$ cat config.mk
export PLATFORM = sky130hd
export DESIGN_NAME = dca_matrix_move_controller
export DESIGN_NICKNAME = d
export VERILOG_FILES = /design/src/rtl/dca_matrix_move_controller_pkg.sv /design/src/rtl/dca_matrix_move_row_counter.sv /design/src/rtl/dca_matrix_move_controller.sv
export SDC_FILE = /design/constraint.sdc
export NUM_CORES = 1
export LEC_CHECK = 0
export CAP_MARGIN = 20
export CORE_AREA = 2 2 402 404
export DETAILED_ROUTE_END_ITERATION = 12
export DIE_AREA = 0 0 404 406
export SLEW_MARGIN = 10
export SYNTH_ARGS = -nofsm -noshare
export SYNTH_HDL_FRONTEND = slang
export SYNTH_HIERARCHICAL = 1
export SYNTH_SLANG_ARGS = --single-unit
$ cat constraint.sdc
create_clock -name clk -period 2.2 [get_ports clk]
set_input_delay 0.55 -clock clk [delete_from_list [all_inputs] [get_ports clk]]
set_output_delay 0.55 -clock clk [all_outputs]
set_load 0.1 [all_outputs]
$ cat src/rtl/dca_matrix_move_controller_pkg.sv
`default_nettype none
// ============================================================================
// Module   : dca_matrix_move_controller_pkg
// Purpose  : Shared opcode values, FSM state encoding and opcode decoder for
//            the DCA matrix move controller.
// Contents : OPC_* command opcodes, state_t, decode_opcode()
// Revision : 1.0 - initial release
// ============================================================================
package dca_matrix_move_controller_pkg;

  localparam logic [1:0] OPC_INIT       = 2'd0;
  localparam logic [1:0] OPC_LOAD       = 2'd1;
  localparam logic [1:0] OPC_STORE      = 2'd2;
  localparam logic [1:0] OPC_STORE_KEEP = 2'd3;

  typedef enum logic [1:0] {
    ST_IDLE  = 2'd0,
    ST_INIT  = 2'd1,
    ST_LOAD  = 2'd2,
    ST_STORE = 2'd3
  } state_t;

  // STORE and STORE_KEEP share one state; the keep flavour is tracked apart.
  function automatic state_t decode_opcode(input logic [1:0] opcode);
    state_t st;
    case (opcode)
      OPC_INIT: st = ST_INIT;
      OPC_LOAD: st = ST_LOAD;
      default:  st = ST_STORE;
    endcase
    return st;
  endfunction

endpackage
`default_nettype wire

$ cat src/rtl/dca_matrix_move_row_counter.sv
`default_nettype none
// ============================================================================
// Module   : dca_matrix_move_row_counter
// Purpose  : Row beat counter for one LOAD/STORE command, with a flag that
//            marks the final beat (count == MATRIX_NUM_ROW-1).
// Ports    : clk, rstnn (sync, active-low), clear, incr -> last
// Revision : 1.0 - initial release
// ============================================================================
module dca_matrix_move_row_counter #(
  parameter int MATRIX_NUM_ROW = 8,
  parameter int BW_ROW_CNT     = 3
) (
  input  logic clk,
  input  logic rstnn,
  input  logic clear,
  input  logic incr,
  output logic last
);

  logic [BW_ROW_CNT-1:0] row_cnt;

  assign last = (row_cnt == BW_ROW_CNT'(MATRIX_NUM_ROW - 1));

  // The final beat does not advance the count, so it never wraps inside a
  // command; the next acceptance clears it anyway.
  always_ff @(posedge clk) begin
    if (!rstnn) begin
      row_cnt <= '0;
    end else if (clear) begin
      row_cnt <= '0;
    end else if (incr && !last) begin
      row_cnt <= row_cnt + 1'b1;
    end
  end

endmodule
`default_nettype wire

$ cat src/rtl/dca_matrix_move_controller.sv
`default_nettype none
// ============================================================================
// Module   : dca_matrix_move_controller
// Purpose  : Turns INIT / LOAD / STORE / STORE_KEEP commands into row-wise
//            move traffic for one DCA matrix register.
// Ports    : cmd_valid/cmd_ready/cmd_opcode   - command handshake
//            wdata_valid/wdata_ready/wdata_list - LOAD row stream in
//            rdata_valid/rdata_ready/rdata_list - STORE row stream out
//            busy, done                          - status
//            init, move_wenable, move_wdata_list,
//            move_renable, move_rdata_list       - matrix register move port
// Revision : 1.0 - initial release
// ============================================================================
module dca_matrix_move_controller
  import dca_matrix_move_controller_pkg::*;
#(
  parameter int MATRIX_NUM_ROW = 8,
  parameter int BW_MOVE_DATA   = 256,
  parameter int BW_ROW_CNT     = (MATRIX_NUM_ROW > 1) ? $clog2(MATRIX_NUM_ROW) : 1
) (
  input  logic                    clk,
  input  logic                    rstnn,
  input  logic                    cmd_valid,
  output logic                    cmd_ready,
  input  logic [1:0]              cmd_opcode,
  input  logic                    wdata_valid,
  output logic                    wdata_ready,
  input  logic [BW_MOVE_DATA-1:0] wdata_list,
  output logic                    rdata_valid,
  input  logic                    rdata_ready,
  output logic [BW_MOVE_DATA-1:0] rdata_list,
  output logic                    busy,
  output logic                    done,
  output logic                    init,
  output logic                    move_wenable,
  output logic [BW_MOVE_DATA-1:0] move_wdata_list,
  output logic                    move_renable,
  input  logic [BW_MOVE_DATA-1:0] move_rdata_list
);

  state_t state;
  logic   keep;
  logic   last;
  logic   accept;
  logic   load_beat;
  logic   store_beat;

  assign accept     = (state == ST_IDLE) && cmd_valid;
  assign load_beat  = (state == ST_LOAD) && wdata_valid;
  assign store_beat = (state == ST_STORE) && rdata_ready;

  dca_matrix_move_row_counter #(
    .MATRIX_NUM_ROW (MATRIX_NUM_ROW),
    .BW_ROW_CNT     (BW_ROW_CNT)
  ) u_row_counter (
    .clk   (clk),
    .rstnn (rstnn),
    .clear (accept),
    .incr  (load_beat || store_beat),
    .last  (last)
  );

  always_ff @(posedge clk) begin
    if (!rstnn) begin
      state <= ST_IDLE;
      keep  <= 1'b0;
      done  <= 1'b0;
    end else begin
      done <= 1'b0;
      case (state)
        ST_IDLE: begin
          if (cmd_valid) begin
            state <= decode_opcode(cmd_opcode);
            keep  <= (cmd_opcode == OPC_STORE_KEEP);
          end
        end
        ST_INIT: begin
          state <= ST_IDLE;
          done  <= 1'b1;
        end
        ST_LOAD, ST_STORE: begin
          if ((load_beat || store_beat) && last) begin
            state <= ST_IDLE;
            done  <= 1'b1;
          end
        end
        default: state <= ST_IDLE;
      endcase
    end
  end

  // Status and handshakes depend only on registered state, so cmd_* never
  // reaches the move port combinationally.
  assign cmd_ready   = (state == ST_IDLE);
  assign busy        = (state != ST_IDLE);
  assign init        = (state == ST_INIT);
  assign wdata_ready = (state == ST_LOAD);
  assign rdata_valid = (state == ST_STORE);
  assign rdata_list  = move_rdata_list;

  // STORE_KEEP writes the row it reads back into the bottom, rotating the
  // matrix so that a full pass restores the original contents.
  assign move_renable = store_beat;
  assign move_wenable = load_beat || (store_beat && keep);

  always_comb begin
    move_wdata_list = '0;
    if (state == ST_LOAD) begin
      move_wdata_list = wdata_list;
    end else if ((state == ST_STORE) && keep) begin
      move_wdata_list = move_rdata_list;
    end
  end

endmodule
`default_nettype wire

Run 1, routed metal, one colour a layer:
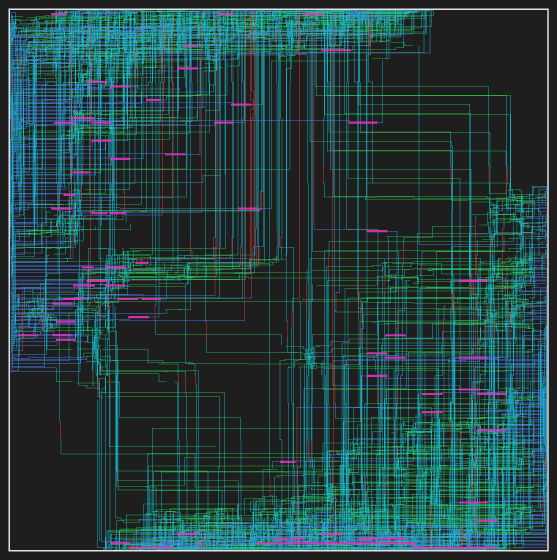
- green: metal 1 (wire length 51.6 mm)
- cyan: metal 2 (wire length 66.4 mm)
- blue: metal 3 (wire length 21.8 mm)
- red: metal 4 (wire length 4720 µm)
- magenta: metal 5 (wire length 1030 µm)
routed via count: 10490
All-Layer GR Usage: 16.58%
Wirelength per Cell: 40.01 µm

Run 1, cell classes on the final placement:
Bar = 100 µm. Fill, decap, tap and diode cells in grey.
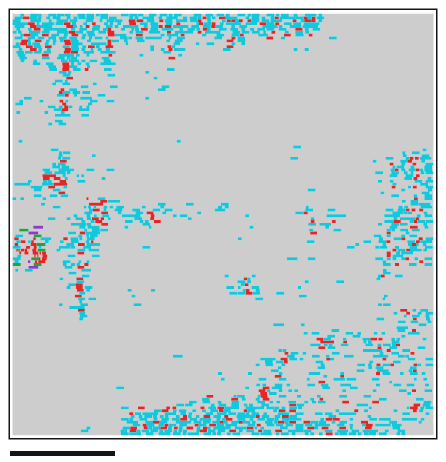
- purple: clock drivers and dummy loads (cells 4)
- red: combinational and other logic (cells 291)
- cyan: other buffers and delay cells (cells 1200)
- green: flops (cells 7)
Rows: 147
Core Util, Final: 15.25%
final non-filler cell area: 24350 µm²
core footprint: 159600 µm²
flop share of the area: 0.6063%

Run 1, cell placement:
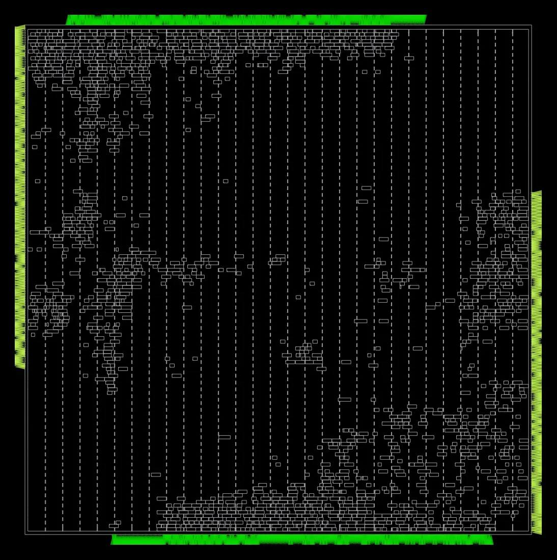
Flops: 7
number of tapcells: 2086
tally of filler cells in the layout: 17600

Run 1, wire density map:
20 x 20 tiles, from black (low) to pale yellow (high), scaled to the fullest tile. Values are wire area over tile area, all layers added.
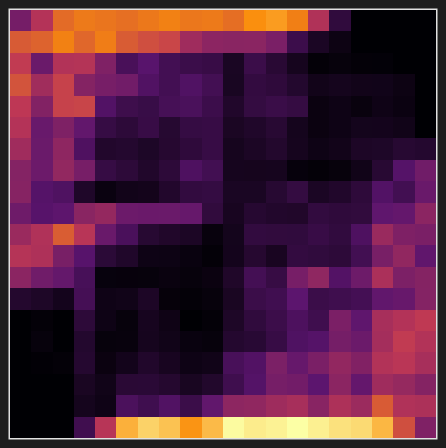
- tiles over half the peak: 11%
- mean over tiles: 0.16
- fullest tile: 0.70
drt total wl: 145.5 mm

==> run notes <==
Here are the numbers from the latest Yosys + OpenROAD run.

The overall power after layout is around 11 mW. The post-CTS clock slew at the launch and capture registers of the worst setup and hold paths came out at around 0.04 ns. The synthesized instance count is between 600 and 700. The largest fanout on the critical path is 8.

For this run, the script counts the antenna cells in the layout as ~50. The number of setup buffers added after CTS is 13. After layout, the minimum clock period comes to approximately 2.3 ns. In this run, post-CTS hold repair placed 0 buffers.

The number of iterations in the first detailed-routing pass came out at 4. Global routing used between 10% and 20% of the available met1 tracks. The highest clock frequency the design can meet came out at 430.9 MHz. The final worst slack came out at -0.1206 ns. The flow ran to the end, but the final reports show violations. The cell family contributing the most delay on the critical path is buffers and inverters. The yosys synthesis chip area is about 5000 µm². For reference, the final report shows the max-slew violation count at 0.

The cell count in the Yosys report is just over 600. The library cell contributing the largest single delay on the critical path is dfxtp_4. The count of port buffers added during placement is just over 1000.

The worst hold path begins at u_row_counter/row_cnt[2]. The clock root buffer master is clkbuf_16. The number of routed nets with antenna violations is 0.

The cell depth of the worst setup path came out at 6. The final layout net count came out at 2024. In this run the mean area of a mapped cell was between 8 and 9 µm². The power density over the cells came out at around 450 nW/µm². The total setup violations reported at the end of the flow came out at between 200 and 250. The number of logic gates is 290. The final reports fail on setup timing. Per STA, the library cell used most along the worst path is buf_12.

The number of H-tree levels came out at 1. The distinct cell type count after synthesis came out at 25. TritonCTS built the clock tree. The worst reg2reg path depth is 6. The synthesized design spends more area on one cell type than any other, namely a22o_1. The largest net degree at the start of global routing is 39. The delay contributed by the slowest stage of the critical path is 0.36 ns. The initial antenna violation count came out at 219.
run 1: report_power, final:
part           leakage [nW]  internal, mW  switching [mW]  total (mW)
Combinational          9.47          4.02            6.41        10.4
Sequential           0.0584         0.136         0.00886       0.145
Clock                0.0385         0.241          0.0720       0.313
Total                  9.56          4.40            6.49        10.9
run 1: registers in the layout, indices dropped and copies added, names as in the netlist:
signal / flops
state: 2
done: 1
keep: 1
u_row_counter/row_cnt: 3
run 1: stage by stage:
| step | hold WS, ns | TNS (ns) | worst slack, ns |
|---|---|---|---|
| 2_1_floorplan | 0.4638 | -0.5712 | -0.06909 |
| 5_1_grt | 0.5224 | -18.75 | -0.1315 |
| 3_3_place_gp | 0.5179 | -1.416 | -0.5969 |
| 4_1_cts | 0.5027 | -10.48 | -0.1030 |
| 3_5_place_dp | 0.4940 | -1.175 | -0.5101 |
| 6_report | 0.5032 | -10.28 | -0.1206 |
run 1: worst register-to-register path, stage by stage, from the launching register on:
cell and delay, ns:
dfxtp_4 0.38, buf_4 0.14, mux2_2 0.36, and2_1 0.17
nor2b_4 0.14, mux2i_1 0.16, nor2_1 0.06
run 1: synth_stat cells:
| cell | number |
|---|---|
| xnor2_1 | 1 |
| nor2_1 | 4 |
| a21boi_0 | 2 |
| and3_1 | 2 |
| nor2b_4 | 1 |
| ha_1 | 2 |
| buf_6 | 29 |
| dfxtp_1 | 7 |
| clkbuf_1 | 1 |
| nand2b_1 | 4 |
| a22o_1 | 256 |
| nor3b_2 | 1 |
| a21oi_1 | 1 |
| and2_1 | 2 |
| a31o_2 | 1 |
| mux2i_1 | 2 |
| nand3_1 | 2 |
| o211a_1 | 1 |
| nor2b_1 | 3 |
| buf_2 | 28 |
| buf_4 | 258 |
| nand2_1 | 3 |
| inv_1 | 1 |
| a22oi_1 | 1 |
| mux2_2 | 1 |
Power is estimated from default activity; no workload was simulated.
